<file path="src/rtl/serial_add_sub.sv">
// -----------------------------------------------------------------------------
// serial_add_sub
//   Digit-serial two's-complement adder/subtractor. Operands are processed
//   DIGIT bits per clock, LSB first, through a DIGIT-bit ripple of full adders
//   linked across cycles by a single carry flop. Subtraction inverts B at
//   capture time and seeds the carry with 1.
//
// Handshake (valid/ready semantics, single point of reference):
//   start is a request that is accepted on a rising clk edge only while the
//   FSM is in IDLE or DONE (busy == 0). An accepted start captures A, B and
//   Binv; the operation then runs for N = WIDTH/DIGIT cycles with busy high,
//   and done pulses for exactly one cycle when Sum and the flags become valid.
//   start while busy is ignored. Holding start high in DONE begins the next
//   operation directly, with no IDLE cycle in between.
//
// Ports
//   clk, rst_n        rising-edge clock, asynchronous active-low reset
//   start             operation request
//   A, B [WIDTH]      operands, captured on accepted start
//   Binv              0: A+B, 1: A-B, captured on accepted start
//   busy              high while digits are being processed
//   done              one-cycle result-valid pulse
//   Sum [WIDTH]       result, held until the next operation completes
//   Cout              carry out of the MSB (sub: 1 = no borrow)
//   Ovf               signed overflow
//   Zero, Neg         Sum == 0, Sum[WIDTH-1]
//   dbg_state [2]     current FSM state (0 IDLE, 1 RUN, 2 DONE)
// -----------------------------------------------------------------------------
module serial_add_sub #(
  parameter int WIDTH = 8,
  parameter int DIGIT = 1
) (
  input  logic             clk,
  input  logic             rst_n,
  input  logic             start,
  input  logic [WIDTH-1:0] A,
  input  logic [WIDTH-1:0] B,
  input  logic             Binv,
  output logic             busy,
  output logic             done,
  output logic [WIDTH-1:0] Sum,
  output logic             Cout,
  output logic             Ovf,
  output logic             Zero,
  output logic             Neg,
  output logic [1:0]       dbg_state
);

  localparam int N  = WIDTH / DIGIT;
  localparam int CW = (N > 1) ? $clog2(N) : 1;

  typedef enum logic [1:0] {
    S_IDLE = 2'd0,
    S_RUN  = 2'd1,
    S_DONE = 2'd2
  } state_t;

  state_t           state_q, state_d;
  logic [WIDTH-1:0] a_q, a_d;
  logic [WIDTH-1:0] b_q, b_d;
  logic [WIDTH-1:0] res_q, res_d;
  logic             carry_q, carry_d;
  logic [CW-1:0]    cnt_q, cnt_d;
  logic [WIDTH-1:0] sum_q, sum_d;
  logic             cout_q, cout_d;
  logic             ovf_q, ovf_d;
  logic             zero_q, zero_d;
  logic             neg_q, neg_d;
  logic             busy_q, busy_d;
  logic             done_q, done_d;

  // Ripple datapath for the current digit
  logic [DIGIT-1:0] dig_sum;
  logic             cy;
  logic             cin_top;    // carry into the top bit of this digit
  logic [WIDTH-1:0] res_shift;  // result register after this digit enters

  always_comb begin
    cy      = carry_q;
    cin_top = carry_q;
    dig_sum = '0;
    for (int i = 0; i < DIGIT; i++) begin
      if (i == DIGIT - 1) cin_top = cy;
      dig_sum[i] = a_q[i] ^ b_q[i] ^ cy;
      cy         = (a_q[i] & b_q[i]) | (cy & (a_q[i] ^ b_q[i]));
    end
    // New digit enters from the MSB side; after N digits the LSB digit has
    // reached bit 0. Written as shifts so DIGIT == WIDTH needs no special case.
    res_shift = (res_q >> DIGIT) | (WIDTH'(dig_sum) << (WIDTH - DIGIT));
  end

  always_comb begin
    state_d = state_q;
    a_d     = a_q;
    b_d     = b_q;
    res_d   = res_q;
    carry_d = carry_q;
    cnt_d   = cnt_q;
    sum_d   = sum_q;
    cout_d  = cout_q;
    ovf_d   = ovf_q;
    zero_d  = zero_q;
    neg_d   = neg_q;

    case (state_q)
      S_IDLE, S_DONE: begin
        if (start) begin
          a_d     = A;
          b_d     = B ^ {WIDTH{Binv}};
          carry_d = Binv;
          cnt_d   = '0;
          state_d = S_RUN;
        end else begin
          state_d = S_IDLE;
        end
      end
      S_RUN: begin
        a_d     = a_q >> DIGIT;
        b_d     = b_q >> DIGIT;
        res_d   = res_shift;
        carry_d = cy;
        cnt_d   = cnt_q + CW'(1);
        if (cnt_q == CW'(N - 1)) begin
          state_d = S_DONE;
          sum_d   = res_shift;
          cout_d  = cy;
          ovf_d   = cin_top ^ cy;
          zero_d  = (res_shift == '0);
          neg_d   = res_shift[WIDTH-1];
        end
      end
      default: state_d = S_IDLE;
    endcase

    busy_d = (state_d == S_RUN);
    done_d = (state_d == S_DONE);
  end

  always_ff @(posedge clk or negedge rst_n) begin
    if (!rst_n) begin
      state_q <= S_IDLE;
      a_q     <= '0;
      b_q     <= '0;
      res_q   <= '0;
      carry_q <= 1'b0;
      cnt_q   <= '0;
      sum_q   <= '0;
      cout_q  <= 1'b0;
      ovf_q   <= 1'b0;
      zero_q  <= 1'b0;
      neg_q   <= 1'b0;
      busy_q  <= 1'b0;
      done_q  <= 1'b0;
    end else begin
      state_q <= state_d;
      a_q     <= a_d;
      b_q     <= b_d;
      res_q   <= res_d;
      carry_q <= carry_d;
      cnt_q   <= cnt_d;
      sum_q   <= sum_d;
      cout_q  <= cout_d;
      ovf_q   <= ovf_d;
      zero_q  <= zero_d;
      neg_q   <= neg_d;
      busy_q  <= busy_d;
      done_q  <= done_d;
    end
  end

  assign busy      = busy_q;
  assign done      = done_q;
  assign Sum       = sum_q;
  assign Cout      = cout_q;
  assign Ovf       = ovf_q;
  assign Zero      = zero_q;
  assign Neg       = neg_q;
  assign dbg_state = state_q;

endmodule
</file>
<file path="config.mk">
export PLATFORM = sky130hd
export DESIGN_NAME = serial_add_sub
export DESIGN_NICKNAME = d
export VERILOG_FILES = /design/src/rtl/serial_add_sub.sv
export SDC_FILE = /design/constraint.sdc
export NUM_CORES = 1
export LEC_CHECK = 0
export CORE_ASPECT_RATIO = 0.5
export CORE_MARGIN = 8
export CORE_UTILIZATION = 40
export CTS_BUF_LIST = sky130_fd_sc_hd__clkbuf_4 sky130_fd_sc_hd__clkbuf_8 sky130_fd_sc_hd__clkbuf_16
export DETAILED_ROUTE_END_ITERATION = 12
export GPL_TIMING_DRIVEN = 0
export PLACE_DENSITY = 0.7
export SLEW_MARGIN = 20
export SYNTH_ARGS = -nofsm -noshare
export SYNTH_HDL_FRONTEND = slang
export SYNTH_SLANG_ARGS = --single-unit
</file>
<file path="constraint.sdc">
create_clock -name clk -period 2 [get_ports clk]
set_input_delay 0.4 -clock clk [delete_from_list [all_inputs] [get_ports clk]]
set_output_delay 0.4 -clock clk [all_outputs]
set_load 0.05 [all_outputs]
</file>
Fig. 1: run 1, sequential cells coloured by netlist name
Scale bar: 20 um. Other sequential cells in the stronger grey, the rest of the logic in the fainter grey.
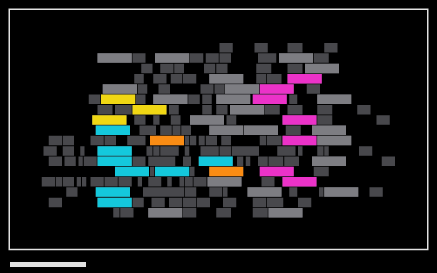
Yellow stands for `cnt_q`, flops 3. Magenta stands for `res_q`, flops 7. Cyan stands for `b_q`, flops 8. Orange stands for `dbg_state`, flops 2.
Another 22 sequential cells are not coloured.

Fig. 2: run 1, wire density map
Scale bar: 20 um. The die is cut into 22 by 13 equal tiles; dark blue is low, red is high, scaled to the fullest tile. Values are wire area over tile area, all layers added.
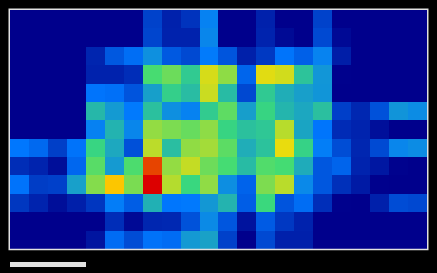
12% of the tiles are over half the peak. The mean over all tiles is 0.078. 34% of the tiles are nearly empty. The emptiest ninth of the die: upper left. The fullest tile reaches 0.39. The densest ninth of the die: centre.

==> run notes, run 1 <==
Notes on the flow run.

- Summed over all failing endpoints, the final setup total negative slack is 0 ps.
- The largest net degree at the start of global routing is 34, for reference.
- The average wire per cell in the routed design is about 15 um, for reference.
- Per the gpl log, the routability congestion estimate is 0.725.
- The cell area after placement is approximately 2200 sq um, for reference.
- Once routing completed, OpenROAD measured the worst setup slack at 81.7 ps.
- The first global-routing pass estimated ~5.8 mm of wire.
- The clock latency on the worst-skew pair is 290 ps, for reference.
- In this run the tool buffered the top-level ports with 34 buffer cells.
- In the final design database the tool counted just under 200 nets.
- Setup repair after global routing left no endpoint under its margin.
- The most common logic cells in the final layout are dfrtp_1 (42), clkdlybuf4s50_1 (32), mux2_2 (17).
- In this run the power density over the cells is ~1800 nW/um^2.
- The data required time reported for the critical path is around 1600 ps.
- In the post-route report, total wirelength is listed as between 3 and 4 mm.
- The count of unresolved DRC violations after routing is 0, for reference.
- Per the final timing report, the hold violations number 0.
- Along the worst path, the maximum fanout reaches 5.
- The sequential cell area fraction in the yosys report is around 59%, for reference.
- Yosys printed 0 warnings.
- The fraction of final layout cells sized beyond drive strength 1 is roughly a fifth, for reference.
- The routed via count divided by cell count is between 4 and 5, for reference.
- The number of antenna diodes in the final layout is 0.
- The max-cap check violation count is 0, for reference.
- The run finished with clean final reports.
- The clock tree root driver cell is clkbuf_8, for reference.
Fig. 3: run 1, pin placement
Scale bar: 20 um. Pins as bars across the die edge, other pins in grey.
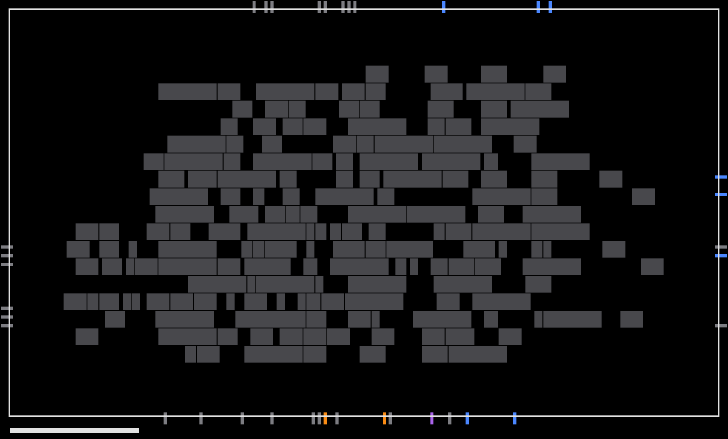
Blue stands for `Sum`, pins 8, direction output, edge 3 top, 3 right, 2 bottom. Purple stands for `Ovf`, pins 1, direction output, edge bottom. Orange stands for `dbg_state`, pins 2, direction output, edge bottom.
All pins by edge: 14 bottom, 11 top, 6 left, 5 right.

Fig. 4: run 1, M1 wires
Scale bar: 20 um.
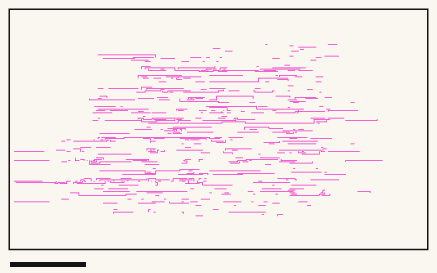
The layer holds 43% of the routed length. 183 nets have wire on it. The longest straight run is 22.5 um.

-- run 1: power by group --
group / internal (mW) / switching [mW] / total, mW
registers: 1.24 / 0.250 / 1.49
logic: 0.886 / 1.03 / 1.92
clock network: 0.401 / 0.276 / 0.676
-- run 1: timing repair --
item                                   in CTS  in global routing
hold buffers                                1                  0
endpoints found under the hold margin       9                  0
setup endpoints to repair                   0                  1
resized                                     0                  1
-- run 1: cell type report --
| cell class | count | area [sq um] | share of cell area [%] |
|---|---|---|---|
| clock inverter | 1 | 30.0 | 1.29 |
| multi-input combinational | 77 | 651 | 28.0 |
| clock buffer | 7 | 83.8 | 3.61 |
| timing repair buffer | 36 | 368 | 15.8 |
| buffer | 10 | 55.1 | 2.37 |
| sequential | 42 | 1050 | 45.3 |
| inverter | 3 | 11.3 | 0.485 |
| tap | 57 | 71.3 | 3.07 |
-- run 1: flip-flops by register name, indices dropped and copies added, names as in the netlist --
name and count:
Cout 1, res_q 7, b_q 8, a_q 8, cnt_q 3, busy 1
dbg_state 2, done 1, Zero 1, Sum 8, carry_q 1, Ovf 1
-- run 1: kinds of logic after synthesis --
family,after synthesis,synth area share (%)
DFF,42,59.4
muxes,17,10.8
and+or+nand+nor,17,4.53
adders and majority gates,3,2.55
buffers and inverters,13,3.75
AOI/OAI and AO/OA,31,14.4
xor gates and xnor gates,9,4.46
-- run 1: cell usage after synthesis, types with 2 or more instances --
cell type  count  area [sq um]
a22o_1        12           105
o21ai_0        4          20.0
nor4_1         2          12.5
mux2_2        17           191
inv_1          3          11.3
xnor2_1        8          70.1
ha_1           2          25.0
dfrtp_1       42          1050
buf_4          3          22.5
nand2_1        3          11.3
buf_2          5          25.0
nor2_1         8          30.0
a21o_1         8          60.1
nor2b_1        2          12.5
a221o_1        7          70.1
-- run 1: final timing paths --
| kind | start | slack (ps) | cells after the start | end |
|---|---|---|---|---|
| worst max-delay path | dbg_state[0]$_DFF_PN0_ | 80 | 1 | dbg_state[0] |
| worst max register to register | cnt_q[0]$_DFFE_PN0P_ | 150 | 5 | Sum[6]$_DFFE_PN0P_ |
| min in group asynchronous | rst_n | 500 | 2 | b_q[6]$_DFFE_PN0P_ |
| max in group asynchronous | rst_n | 1060 | 3 | b_q[0]$_DFFE_PN0P_ |
| worst min-delay path | a_q[1]$_DFFE_PN0P_ | 480 | 1 | a_q[1]$_DFFE_PN0P_ |
| worst min register to register | a_q[1]$_DFFE_PN0P_ | 480 | 1 | a_q[1]$_DFFE_PN0P_ |
-- run 1: per-stage QoR --
stage	hold WS (ps)	power [mW]	instances
2_1_floorplan	104	2.87	132
3_3_place_gp	458	3.38	223
3_5_place_dp	275	3.45	224
4_1_cts	483	4.13	233
5_1_grt	514	4.33	233
6_report	481	4.09	233
-- run 1: metal layers --
| layer | GRT usage [%] | up-vias | wire (um) |
|---|---|---|---|
| met5 | 0 | - | 0 |
| met4 | 4.01 | 0 | 43 |
| met3 | 3.40 | 4 | 197 |
| met2 | 17.1 | 30 | 1710 |
| met1 | 12.6 | 574 | 1470 |
| li1 | - | 555 | - |
==> run 1 -> run 2 <==
--- a/config.mk
+++ b/config.mk
@@ -9,6 +9,7 @@
 export CORE_MARGIN = 8
 export CORE_UTILIZATION = 40
 export CTS_BUF_LIST = sky130_fd_sc_hd__clkbuf_4 sky130_fd_sc_hd__clkbuf_8 sky130_fd_sc_hd__clkbuf_16
+export CTS_CLUSTER_SIZE = 40
 export DETAILED_ROUTE_END_ITERATION = 12
 export GPL_TIMING_DRIVEN = 0
 export PLACE_DENSITY = 0.7
Fig. 5: run 2, sequential cells coloured by netlist name
Scale bar: 20 um. Other sequential cells in the stronger grey, the rest of the logic in the fainter grey.
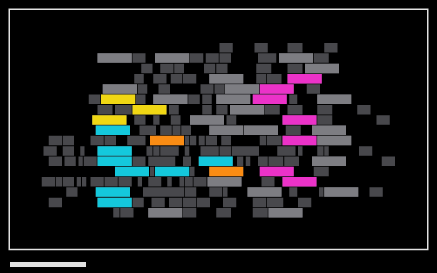
Magenta stands for `res_q`, flops 7. Orange stands for `dbg_state`, flops 2. Yellow stands for `cnt_q`, flops 3. Cyan stands for `b_q`, flops 8.
Another 22 sequential cells are not coloured.

==> run notes, run 2 <==
Notes on the flow run.

- The flow ran to the end, and the final reports show no timing, DRC or antenna violations.
- The largest fanout on the critical path is 5 (unchanged), for reference.
- The required time reported for the critical path endpoint is 1600 ps (about the same), for reference.
- The most numerous cell in the Yosys netlist is dfrtp_1, for reference.
- The end point of the critical path is dbg_state[0], for reference.
- The register-to-register setup slack came to 150 ps (about the same).
- The count of unresolved DRC violations after routing is 0 (unchanged).
- The final wirelength came to 3.43 mm (unchanged).
- The launch point of the critical path was reported as dbg_state[0]$_DFF_PN0_.
- The number of cells on the critical path is 1 (unchanged).
- The global placement routability congestion is 0.725 (unchanged).
- The number of cells in the finished layout apart from fillers came to 233 (unchanged).
- The largest net degree at the start of global routing is 34 (unchanged), for reference.
- The sequential cell area fraction in the yosys report was 59.4% (unchanged).
- In this run the vertical extent of the chip is roughly 63 um.
- Counting instances in the post-synthesis netlist gives the leading cell types as dfrtp_1 (42), mux2_2 (17), a22o_1 (12).
- The fraction of final layout cells sized beyond drive strength 1 is 19.9% (unchanged), for reference.
- The final net count was 198 (unchanged).
- The average wire per cell in the routed design is 14.7 um (unchanged), for reference.
- The number of inserted diodes is 0 (unchanged).
- The post-placement cell count came to 224 (unchanged).
- The startpoint identified for the worst register-to-register timing path is cnt_q[0]$_DFFE_PN0P_.
- Per the cell usage report, the commonest logic cells after layout are dfrtp_1 (42), clkdlybuf4s50_1 (32), mux2_2 (17).
- The depth of the worst register-to-register path is 5 (unchanged), for reference.
- The routed via count divided by cell count is 4.99 (unchanged), for reference.
- The final total negative setup slack is 0 ps (unchanged), for reference.
- The maximum VDD drop is 664 uV, for reference.
- Summed over all instances, the cell type with the most area after synthesis is dfrtp_1.
- The endpoint of the lowest-slack register-to-register path is Sum[6]$_DFFE_PN0P_, for reference.
- The worst slew margin relative to its limit is 66.2%, for reference.
- The category of the critical setup timing path is register to output port, for reference.
- The global-route wire length before repair is 5.76 mm (unchanged).
- The worst setup margin is 81.7 ps (unchanged), for reference.
- The yosys synthesis warning count is 0 (unchanged), for reference.
- Setup repair after global routing left no endpoint under its margin.
- The clock latency on the worst-skew pair is 290 ps (about the same), for reference.
- The total count of hold-check failures in the final report is 0 (unchanged), for reference.
- Sorting the synthesized cells by area gives the leading types as dfrtp_1 (59%), mux2_2 (11%), a22o_1 (5.9%), a221o_1 (4.0%), xnor2_1 (4.0%).
- The quantity of I/O buffers inserted on ports is 34 (unchanged), for reference.
Fig. 6: run 2, clock nets
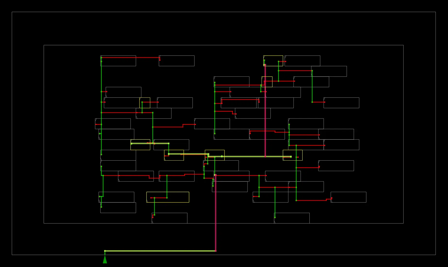
number of buffers created by CTS: 5
flip-flops: 42
final setup skew: 6.45 ps
CLK BUF: 7

==> run 2: cell counts in the layout (fill, tap and decap cells not counted) <==
Identical to the previous run, type by type.
==> run 2: logic make-up (layout without fill, tap and decap cells) <==
group	Yosys count	in the layout	share of synthesized area, %
xor+xnor	9	9	4.46
flops	42	42	59.4
fa+ha+maj	3	3	2.55
simple gates	17	17	4.53
mux	17	17	10.8
buf+inv	13	57	3.75
compound gates	31	31	14.4
==> run 2: report_power, final <==
part | total [mW] | switching (mW) | internal [mW]
clock network | 0.676 | 0.276 | 0.401
registers | 1.49 | 0.250 | 1.24
logic | 1.92 | 1.03 | 0.886
total | 4.09 | 1.56 | 2.53
==> run 2: worst min-delay path by stage <==
stage,startpoint,end,slack [ps],depth (start not counted)
after floorplan,rst_n,Cout$_DFFE_PN0P_,100,0
after global placement,a_q[1]$_DFFE_PN0P_,a_q[1]$_DFFE_PN0P_,460,1
after detailed placement,rst_n,b_q[3]$_DFFE_PN0P_,280,1
after CTS,a_q[1]$_DFFE_PN0P_,a_q[1]$_DFFE_PN0P_,480,1
after global routing,a_q[5]$_DFFE_PN0P_,a_q[5]$_DFFE_PN0P_,510,1
final,a_q[1]$_DFFE_PN0P_,a_q[1]$_DFFE_PN0P_,480,1
==> run 2: cell type report <==
type,count,area [sq um]
clock inverters,1,30.0
well taps,57,71.3
flip-flops and latches,42,1050
multi-input cells,77,651
plain buffers,10,55.1
fillers,376,2000
clock buffers,7,83.8
inverters,3,11.3
repair buffers,36,368
==> run 2: routing by layer <==
layer,GRT usage (%),vias up,routed length [um]
li1,-,555,-
met1,12.6,574,1470
met2,17.1,30,1710
met3,3.40,4,197
met4,4.01,0,43
met5,0,-,0
==> run 2: worst register-to-register path: cells and delay by family, from the launching register on <==
family,cells,cell delay (ps)
buf+inv,1,290
fa+ha+maj,2,410
flops,1,390
mux,1,360
simple gates,1,280
==> run 2: timing repair <==
action	CTS	global route
resized	0	1
hold buffers	1	0
hold endpoints to repair	9	0
buffers inserted	0	0
setup endpoints to repair	0	1
==> run 2: per-stage QoR <==
step,area (sq um),power [mW]
6_report,2320,4.09
5_1_grt,2320,4.33
4_1_cts,2320,4.13
3_5_place_dp,2190,3.45
3_3_place_gp,2180,3.38
2_1_floorplan,1770,2.87
Power figures rest on the tool's default switching activity, not on a simulated workload.
